==> src/rtl/keypad_scan_ctrl.sv <==
// keypad_scan_ctrl: 4x4 matrix keypad scanner with press/release debounce
// and a valid/ready key hand-off that flags keys dropped while one is pending.
module keypad_scan_ctrl #(
    parameter int SCAN_DIV    = 16,
    parameter int STABLE_CYC  = 8,
    parameter int RELEASE_CYC = 8
) (
    input  logic       clk,
    input  logic       rst,
    input  logic [3:0] row_in,
    output logic [3:0] col_out,
    output logic [3:0] key_code,
    output logic       key_valid,
    input  logic       key_ready,
    output logic       overrun
);
    localparam int MAX_AB = (SCAN_DIV > STABLE_CYC) ? SCAN_DIV : STABLE_CYC;
    localparam int MAXC   = (MAX_AB > RELEASE_CYC) ? MAX_AB : RELEASE_CYC;
    localparam int CW     = $clog2(MAXC) + 1;

    typedef enum logic [1:0] {SCAN, DEBOUNCE, WAIT_RELEASE, RELEASE_DB} state_t;

    state_t        r_state, w_state;
    logic [3:0]    r_s1, r_s2, r_pat, w_pat;
    logic [1:0]    r_col, w_col, r_row, w_row, w_hit_row;
    logic [CW-1:0] r_cnt, w_cnt;
    logic          w_emit, w_idle;

    assign col_out = ~(4'b0001 << r_col);

    always_comb begin
        w_idle    = (r_s2 == 4'hF);
        w_hit_row = !r_s2[0] ? 2'd0 : !r_s2[1] ? 2'd1 : !r_s2[2] ? 2'd2 : 2'd3;
        w_state   = r_state;
        w_col     = r_col;
        w_cnt     = r_cnt + 1'b1;
        w_row     = r_row;
        w_pat     = r_pat;
        w_emit    = 1'b0;
        case (r_state)
            SCAN: begin
                // dwell<2 hides rows still sampled from the previous column
                if (r_cnt >= CW'(2) && !w_idle) begin
                    w_state = DEBOUNCE;
                    w_row   = w_hit_row;
                    w_pat   = r_s2;
                    w_cnt   = '0;
                end else if (r_cnt == CW'(SCAN_DIV - 1)) begin
                    w_col = r_col + 2'd1;
                    w_cnt = '0;
                end
            end
            DEBOUNCE: begin
                if (r_s2 != r_pat) begin
                    w_state = SCAN;
                    w_cnt   = '0;
                end else if (r_cnt == CW'(STABLE_CYC - 1)) begin
                    w_emit  = 1'b1;
                    w_state = WAIT_RELEASE;
                    w_cnt   = '0;
                end
            end
            WAIT_RELEASE: begin
                w_cnt   = '0;
                w_state = w_idle ? RELEASE_DB : WAIT_RELEASE;
            end
            RELEASE_DB: begin
                if (!w_idle) begin
                    w_state = WAIT_RELEASE;
                    w_cnt   = '0;
                end else if (r_cnt == CW'(RELEASE_CYC - 1)) begin
                    w_state = SCAN;
                    w_col   = r_col + 2'd1;
                    w_cnt   = '0;
                end
            end
            default: begin
                w_state = SCAN;
                w_col   = 2'd0;
                w_cnt   = '0;
            end
        endcase
    end

    always_ff @(posedge clk or posedge rst) begin
        if (rst) begin
            r_s1      <= 4'hF;
            r_s2      <= 4'hF;
            r_state   <= SCAN;
            r_col     <= 2'd0;
            r_cnt     <= '0;
            r_row     <= 2'd0;
            r_pat     <= 4'hF;
            key_code  <= 4'd0;
            key_valid <= 1'b0;
            overrun   <= 1'b0;
        end else begin
            r_s1    <= row_in;
            r_s2    <= r_s1;
            r_state <= w_state;
            r_col   <= w_col;
            r_cnt   <= w_cnt;
            r_row   <= w_row;
            r_pat   <= w_pat;
            overrun <= w_emit && key_valid && !key_ready;
            if (w_emit && (!key_valid || key_ready)) begin
                key_code  <= {r_row, r_col};
                key_valid <= 1'b1;
            end else if (key_valid && key_ready) begin
                key_valid <= 1'b0;
            end
        end
    end
endmodule
==> config.mk <==
export PLATFORM = sky130hd
export DESIGN_NAME = keypad_scan_ctrl
export DESIGN_NICKNAME = d
export VERILOG_FILES = /design/src/rtl/keypad_scan_ctrl.sv
export SDC_FILE = /design/constraint.sdc
export NUM_CORES = 1
export LEC_CHECK = 0
export CAP_MARGIN = 40
export CELL_PAD_IN_SITES_DETAIL_PLACEMENT = 1
export CELL_PAD_IN_SITES_GLOBAL_PLACEMENT = 1
export CORE_MARGIN = 2
export CORE_UTILIZATION = 46
export CTS_CLUSTER_SIZE = 8
export DETAILED_ROUTE_END_ITERATION = 8
export MAX_ROUTING_LAYER = met4
export PLACE_DENSITY_LB_ADDON = 0.12
export SLEW_MARGIN = 20
export SYNTH_ARGS = -nofsm -noshare
export SYNTH_HDL_FRONTEND = slang
export SYNTH_SLANG_ARGS = --single-unit
==> constraint.sdc <==
create_clock -name clk -period 2.5 [get_ports clk]
set_clock_uncertainty 0.05 [all_clocks]
set_input_delay 0.375 -clock clk [delete_from_list [all_inputs] [get_ports clk]]
set_output_delay 0.375 -clock clk [all_outputs]
set_load 0.01 [all_outputs]
==> tab_implementation.tex <==
% Implementation results table
\begin{tabular}{lr}
\hline
Metric & Value \\
\hline
\multicolumn{2}{l}{\textbf{STA}} \\
Highest Clock Rate & 0.4833 GHz \\
Final sum of negative setup slack & 0 ns \\
Setup repair after global routing missed its margin & false \\
Hold Fails Final Rpt & 0 \\
Worst slack on hold paths & 0.3083 ns \\
Crit share post-route & 0.8277 \\
Worst-case setup margin in the final layout & 0.4307 ns \\
Final max-slew violation count & 0 \\
Max-slew headroom at the worst pin & 0.7542 \\
Actual transition at the worst max-transition pin & 0.3687 ns \\
Final critical-path required period & 2.069 ns \\
\multicolumn{2}{l}{\textbf{Floorplanning}} \\
Full die area & between 3000 and 4000 um\^{}2 \\
Horizontal extent of the die & 57.57 um \\
Die height & 57.57 um \\
Floorplan core density & 0.4828 \\
Core area & 2734 um\^{}2 \\
Number of top-level pins & 17 \\
Row Count & 19 \\
\multicolumn{2}{l}{\textbf{Finish}} \\
Gate Area & 523.0 um\^{}2 \\
Number of antenna cells inserted & 0 \\
Area delta synth->final & 18.48\% \\
Final instance area & 1564 um\^{}2 \\
Cell Count, Final, Fillers Out & roughly 170 \\
Fraction of final layout cells sized beyond drive strength 1 & 0.2239 \\
Register area & 740.7 um\^{}2 \\
Layout fillers & 305 \\
Layout Nets & 148 \\
\multicolumn{2}{l}{\textbf{Logic synthesis}} \\
Tally of yosys warning messages & 0 \\
Top-count cell post-synth & sky130\_fd\_sc\_hd\_\_dfrtp\_1 \\
Number of enable-type register cells in the synthesized netlist & 0 \\
Cell type contributing the most total cell area after synthesis & sky130\_fd\_sc\_hd\_\_dfrtp\_1 \\
Leading cell types by total area after synthesis & sky130\_fd\_sc\_hd\_\_dfrtp\_1 32\%, sky130\_fd\_sc\_hd\_\_dfstp\_2 24\%, sky130\_fd\_sc\_hd\_\_ha\_1 7.6\% \\
Flop and latch count out of synthesis & 29 \\
Yosys stat cell total & around 110 \\
Mapped Avg Cell Area & 12.00 um\^{}2 \\
Post-synth area from yosys stat & 1320 um\^{}2 \\
Number of distinct standard cells referenced by the synthesized netlist & 26 \\
Cell area after technology mapping & roughly 1300 um\^{}2 \\
Sequential share of the synthesized area & 0.5611 \\
Share of the synthesized area in the top cell type & 0.3223 \\
Synthesized netlist cell count & between 100 and 150 \\
Post-Synthesis Net Count & between 100 and 150 \\
Synth top cells by count & 17 x sky130\_fd\_sc\_hd\_\_dfrtp\_1, 12 x sky130\_fd\_sc\_hd\_\_dfstp\_2, 12 x sky130\_fd\_sc\_hd\_\_inv\_1 \\
Flip-flop cell with the highest count after synthesis & sky130\_fd\_sc\_hd\_\_dfrtp\_1 \\
Ys async rst share & 1.000 \\
\multicolumn{2}{l}{\textbf{Detailed routing}} \\
Avg Vias per Cell & 5.291 \\
Highest Signal Layer & met4 \\
Amount of wire on met3 after detailed routing & 93 um \\
Vias & 873 \\
Wirelength per Cell & between 15 and 20 um \\
Antenna-violating nets left & 0 \\
M1 wire length & 1.078 mm \\
Overall routed net length & between 2 and 2.5 mm \\
1st-iter DRT viols & 12 \\
Met2 wire length & 1.266 mm \\
1st-pass router iterations & 4 \\
Residual DRC count & 0 \\
\multicolumn{2}{l}{\textbf{Setup path}} \\
Req. time, crit path & 2.08 ns \\
Count of cells along the worst register-to-register path & 5 \\
Worst reg2reg path endpoint & key\_code[3] \\
Most frequent cell on the critical path & sky130\_fd\_sc\_hd\_\_inv\_1 \\
Critical path cell sequence & inv\_1 -> ha\_1 -> inv\_1 -> clkdlybuf4s50\_1 \\
Highest net fanout along the worst path & 5 \\
Cell depth of the worst setup path & 4 \\
Crit path largest cell delay & 0.53 ns \\
Number of buffer and inverter instances along the worst setup path & 3 \\
Flop-to-flop setup slack & 0.65 ns \\
Capturing element type of the critical path & output port \\
Kind of launch point of the worst setup path & flip-flop \\
Launch point of the worst path & r\_col[0] \\
Crit path DAT & 1.64 ns \\
Destination of the critical timing path & col\_out[2] \\
Cell family with most CP delay & buffers and inverters \\
\multicolumn{2}{l}{\textbf{GRT}} \\
Wire length of the first global-routing pass & 4.422 mm \\
Number of global-route vias before repair & 961 \\
Number of antenna violations at the first check in global routing & 0 \\
Met3 demand-to-capacity share in global routing & 0.04762 \\
M2 GR Usage & 0.2922 \\
GR Overflow Total & 0 \\
Largest net degree at the start of global routing & 30 \\
Layer carrying the most global-route usage & met2 \\
Total routing usage reported by global routing & 0.1871 \\
Grt met1 use & 0.2260 \\
\multicolumn{2}{l}{\textbf{Clock network}} \\
Maximum level of the CTS H-tree & 2 \\
CTS Hold Bufs & 0 \\
Post-CTS resize count & 0 \\
Total setup buffers inserted after CTS & 0 \\
Clk root buf & sky130\_fd\_sc\_hd\_\_clkbuf\_4 \\
Clk slew on worst S/H paths & 0.09 ns \\
CTS tree & done \\
Deepest clock path buffer count & 2 \\
\multicolumn{2}{l}{\textbf{Flow run}} \\
Maximum capacitance violations & 0 \\
Total number of warnings across the stage logs & 31 \\
\multicolumn{2}{l}{\textbf{Placement}} \\
Gp weighted congestion & 0.7750 \\
Count of input and output buffers & 16 \\
Worst slack at placement & 0.6510 ns \\
DP Cell Count & 157 \\
Placed inst area & 1515 um\^{}2 \\
\multicolumn{2}{l}{\textbf{Worst hold path}} \\
Path class of the lowest-slack min-delay path & reg2reg \\
\multicolumn{2}{l}{\textbf{Power and ir drop}} \\
PnR Total Power & 1.283 mW \\
Total leakage power & 0.7005 nW \\
Total power density per cell area & just over 800 nW/um\^{}2 \\
Max IR drop VDD & 0.6341 mV \\
\multicolumn{2}{l}{\textbf{Outcome}} \\
Run status & complete, no violations \\
\hline
\end{tabular}
worst min path at each step:
stage / startpoint / to / depth (start not counted)
finish: r_s1[0] / r_s2[0] / 0
floorplan: r_s1[0] / r_s2[0] / 0
CTS: r_s1[0] / r_s2[0] / 0
global placement: r_s1[2] / r_s2[2] / 0
detailed placement: r_s1[0] / r_s2[0] / 0
global route: r_s1[0] / r_s2[0] / 0
flip-flops by register name (all words and copies together) (netlist names):
signal and cells:
key_code 4, key_valid 1, overrun 1, r_cnt 5, r_col 2, r_pat 4, r_row 2, r_s1 4
r_s2 4, r_state 2
cell families (layout without fill, tap and decap cells):
kind of cell | count (synthesis) | in the layout | synth area share
adder cells (fa/ha/maj) | 8 | 8 | 0.07583
buffers and inverters | 13 | 37 | 0.04265
AND-OR/OR-AND | 16 | 16 | 0.07488
flip-flops | 29 | 29 | 0.5611
multiplexers | 8 | 8 | 0.07677
XOR/XNOR | 7 | 7 | 0.04645
AND/OR/NAND/NOR | 29 | 29 | 0.1223
cell type report:
type,count,area share
flip-flops and latches,29,0.4736
well taps,31,0.02480
inverters,12,0.02880
repair buffers,17,0.1072
multi-input cells,68,0.3344
clock buffers,8,0.03120
cells in the final DEF, fill, tap and decap left out, drive strengths merged:
cell	count
dfrtp	17
clkdlybuf4s50	16
inv	12
dfstp	12
nand3	8
nand2	8
ha	8
mux2	8
clkbuf	8
o21ai	7
xnor2	6
a21oi	5
nor2	4
nor3	3
nand3b	1
or2	1
and4bb	1
and4	1
nand2b	1
a22o	1
or3	1
o32a	1
xor2	1
a2111o	1
o22a	1
buf	1
where the power goes:
part / switching, mW / internal, mW
Clock: 0.154 / 0.112
Sequential: 0.0743 / 0.583
Combinational: 0.180 / 0.179
**Clock wiring as the flow saved it**

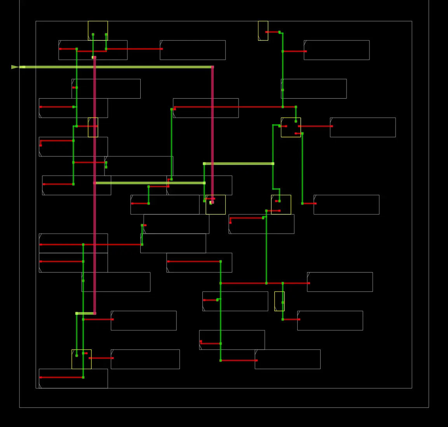
clock tree buffer count of the final layout: 8
power in the clock group: 266 uW
clock sink total: 29
insertion delay at the late pin of the worst-skew pair: 0.33 ns
number of CTS-inserted buffers: 5

**Gate-type map**

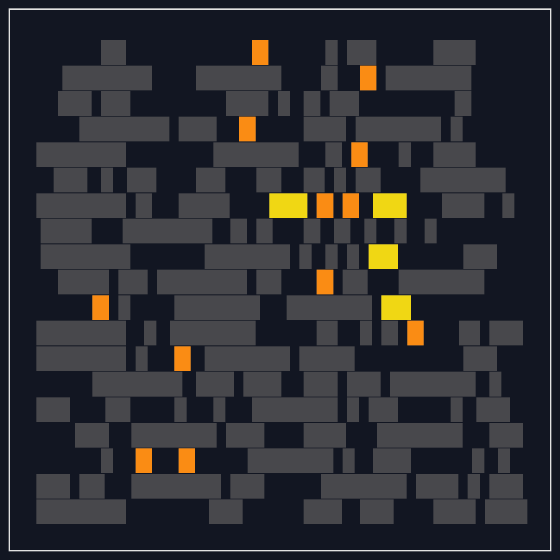
- yellow: non-inverting ao/oa cells (cells 4)
- orange: aoi and oai cells (cells 12; most used o21ai_0)

**Metal layers overlaid**

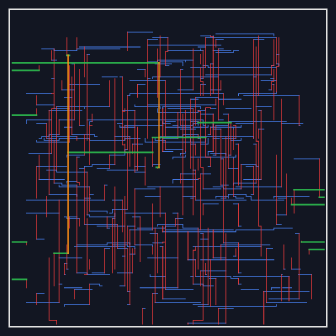
- orange: metal 4 (wire length 55.1 um)
- blue: metal 1 (wire length 1,080 um)
- green: metal 3 (wire length 93.8 um)
- red: metal 2 (wire length 1,270 um)

Power and IR drop assume default switching activity.
